==> config.mk <==
export PLATFORM = sky130hd
export DESIGN_NAME = fpro_mmio_arbiter
export DESIGN_NICKNAME = d
export VERILOG_FILES = /design/src/rtl/fpro_mmio_arbiter.sv
export SDC_FILE = /design/constraint.sdc
export NUM_CORES = 1
export LEC_CHECK = 0
export CORE_AREA = 2 2 122 124
export CTS_BUF_LIST = sky130_fd_sc_hd__clkbuf_4 sky130_fd_sc_hd__clkbuf_8 sky130_fd_sc_hd__clkbuf_16
export CTS_CLUSTER_DIAMETER = 50
export DETAILED_ROUTE_END_ITERATION = 8
export DIE_AREA = 0 0 124 126
export DONT_BUFFER_PORTS = 1
export GPL_ROUTABILITY_DRIVEN = 0
export PLACE_DENSITY = 0.65
export SLEW_MARGIN = 10
export SYNTH_ARGS = -nofsm -noshare
export SYNTH_HDL_FRONTEND = slang
export SYNTH_SLANG_ARGS = --single-unit
==> constraint.sdc <==
create_clock -name clk -period 2 [get_ports clk]
set_input_delay 0.3 -clock clk [delete_from_list [all_inputs] [get_ports clk]]
set_output_delay 0.3 -clock clk [all_outputs]
set_load 0.05 [all_outputs]
### Metal 1

Supply wires on this layer in grey.
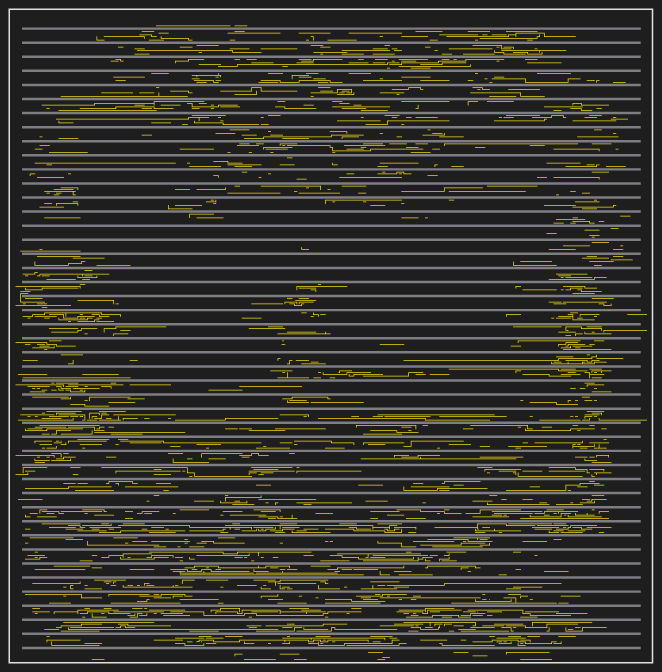
The layer holds 37% of the routed length. The longest straight run is 40.5 µm.
GR Util met1: 23.36%
final WL: 15400 µm
via count: 4140

### Signal wires by layer

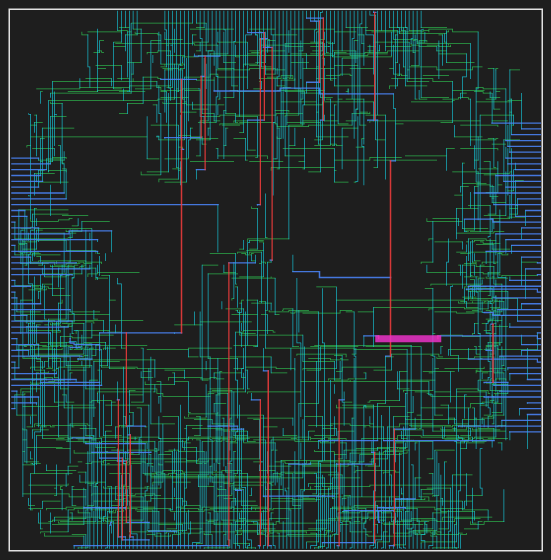
M3: marked blue, wire length 1280 µm. M2: marked cyan, wire length 7740 µm. M1: marked green, wire length 5690 µm. M5: marked magenta, wire length 13.8 µm. M4: marked red, wire length 666 µm.
GRT Overall Usage: 20.11%
wire per inst: 21.72 µm

### Placement by cell class

Bar = 20 µm. Fill, decap, tap and diode cells in grey.
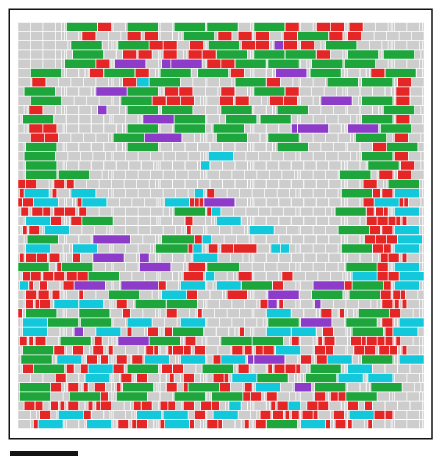
clock drivers and dummy loads: marked purple, cells 30. remaining logic cells: marked red, cells 299. remaining buffers and delay cells: marked cyan, cells 73. registers: marked green, cells 123.
Seq/total area: 40.64%
Layout Utilization: 52.98%
core area: 0.01431 mm²

### Cell outlines without signal wires

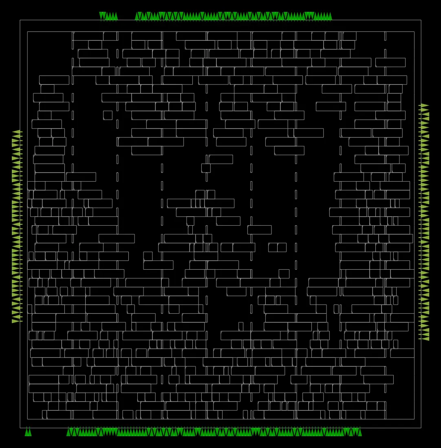
fill count: 1224
Rows: 44
Finished Layout Cells: 709
Well-Tap Cells: 184

### Wire density map

25 x 25 tiles, from black (low) to pale yellow (high), scaled to the fullest tile. Values are wire area over tile area, all layers added.
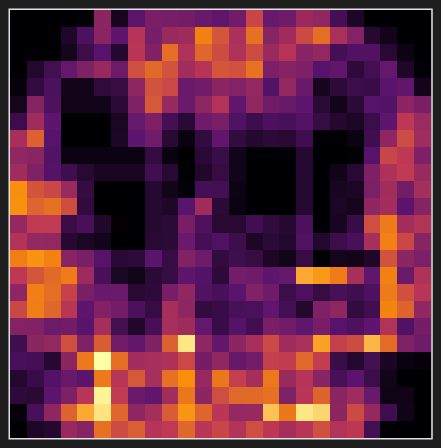
The fullest tile reaches 0.57. 12% of the tiles are nearly empty. 18% of the tiles are over half the peak. The emptiest ninth of the die: centre. The densest ninth of the die: bottom centre.

==> results_dict.tcl <==
# flow metrics
set metrics [dict create \
    status "finished, violations left" \
    violations "hold timing" \
    crit_path_start_kind "flop" \
    worstMarginPinSlew_ns 0.6159 \
    cts_tree "done" \
    area_growth_pct 34.39 \
    final_cell_mix "120 x dfrtp_1, 61 x buf_12, 56 x nand2_1" \
    r2r_setup_slack_ns 0.18 \
    yosysMostFrequentCell "dfrtp_1" \
    grt_pass1_vias 4435 \
    post_cts_resized 0 \
    mostFrequentLayoutCell "dfrtp_1" \
    synth_area_per_cell_um2 12.01 \
    ys_seq_elements 123 \
    relSlewSlack_pct 57.88 \
    die_area_mm2 0.01562 \
    cts_buffers 17 \
    worstRegToRegCells 4 \
    maxCapViolCount 0 \
    ys_async_sr_fraction_pct 100.0 \
    cp_data_arrival_time_ns 1.60 \
    die_h_um 126 \
    finalHoldViolCount 123 \
    cpMostUsedCell "buf_12" \
    finClkSkew_ns 0.009241 \
    power_mw 17.33 \
    route.detailed.drc 0 \
    ioPinCount 271 \
    yosysWarnings 0 \
    common_cells "122 x dfrtp_1, 56 x nand2_1, 55 x a2111oi_0, 55 x a2bb2oi_1, 55 x and2_1" \
    overflow 0 \
    synth_seq_share_pct 54.57 \
    nNetsFinal 662 \
    cts_max_level 4 \
    warnings 32 \
    place_area_mm2 0.006964 \
    top_area_cell "dfrtp_1" \
    critical_path_class "flop to output port" \
    setup_ws_ns 0.1035 \
    synthesis.area_mm2 0.005643 \
    initial_core_util_pct 39.42 \
    antenna_found_initial 1 \
    pre_cts_slack_ns 0.2012 \
    cts_setup_buffers 0 \
    ff_type "dfrtp_1" \
    holdWs_ns -0.4138 \
    first_pass_iters 4 \
    setup_viol 0 \
    synth_top_area_share_pct 54.10 \
    ys_area_mm2 0.005643 \
    ir_drop_mv 0.9656 \
    crit_slowest_cell "dfrtp_2" \
    ctsHoldBuffers 3 \
    max_freq_ghz 0.5273 \
    cp-end-kind "output port" \
    crit_fanout 56 \
    tns_ns 0 \
    hpwl_um 10320 \
    clk_path_buf_depth 2 \
    synth-cells-yosys 470 \
    grt_pass1_wl_um 23840 \
    cp.required_ns 1.70 \
    power_leakage_nw 3.147 \
    cts_sinks 123 \
    root_buffer "clkbuf_16" \
    vias_per_cell 5.839 \
    crit_path_cell_trace "nor2b_4 -> buf_12 -> and2_1 -> buf_12" \
    power_density_mw_per_mm2 2285 \
    synth.distinct_cells 22 \
    hp-class "input pin to asynchronous set/reset pin" \
    design_area_mm2 0.007584 \
    clock_latency_ns 0.41 \
    fp_nets 618 \
    diodes 0 \
    clkTransAtPathRegs_ns 0.05 \
    period_used_pct 94.83 \
    grt_max_degree 124 \
    port_buffers 0 \
    die_w_um 124 \
    rsz0062_at_grt "false" \
    drt_iter0_markers 192 \
    finalCriticalPeriod_ns 1.897 \
    edf_count 0 \
    antenna_left 0 \
    area_leaders "dfrtp_1 54%, a2111oi_0 8.5%, a2bb2oi_1 8.5%" \
    finalMaxSlewViolations 0 \
    synth_cells 470 \
    max_stage_delay_ns 0.44 \
    drive_above_1_share_pct 26.86 \
]
==> report_power, final <==
| group | internal [mW] | switching (mW) | total, mW |
|---|---|---|---|
| Clock | 2.02 | 1.04 | 3.07 |
| Sequential | 3.72 | 3.13 | 6.86 |
| Combinational | 3.56 | 3.85 | 7.40 |
| Total | 9.30 | 8.02 | 17.3 |
==> layout make-up <==
cell class                 count  area [µm²]
clock buffer                  22       469.2
fill                        1224        6730
multi-input combinational    297        2356
inverter                       2       7.507
sequential                   123        3082
tap                          184       230.2
timing repair buffer          73        1319
clock inverter                 8       120.1
==> worst max-delay path, delay by kind of cell (launching register included) <==
kind,cells,cell delay (ns)
buffers and inverters,2,0.37
DFF,1,0.44
and+or+nand+nor,2,0.35
==> cell families after synthesis <==
logic type | after synthesis | share of synthesized area, %
buf+inv | 50 | 4.191
mux | 64 | 12.77
simple gates | 119 | 10.78
flops | 123 | 54.57
compound gates | 114 | 17.69
==> per-layer routing <==
| metal | up-vias | part of all wire (%) | track usage (%) |
|---|---|---|---|
| met5 | - | 0.084 | 0 |
| met1 | 2060 | 37 | 23.36 |
| met3 | 49 | 8.3 | 6.567 |
| li1 | 1830 | - | - |
| met2 | 199 | 50 | 32.48 |
| met4 | 2 | 4.3 | 11.30 |
==> through the flow <==
stage               cells  hold slack, ns
floorplan             470        0.004409
global placement      676        0.007261
detailed placement    676        0.005900
CTS                   709         -0.4400
global route          709         -0.4431
finish                709         -0.4138
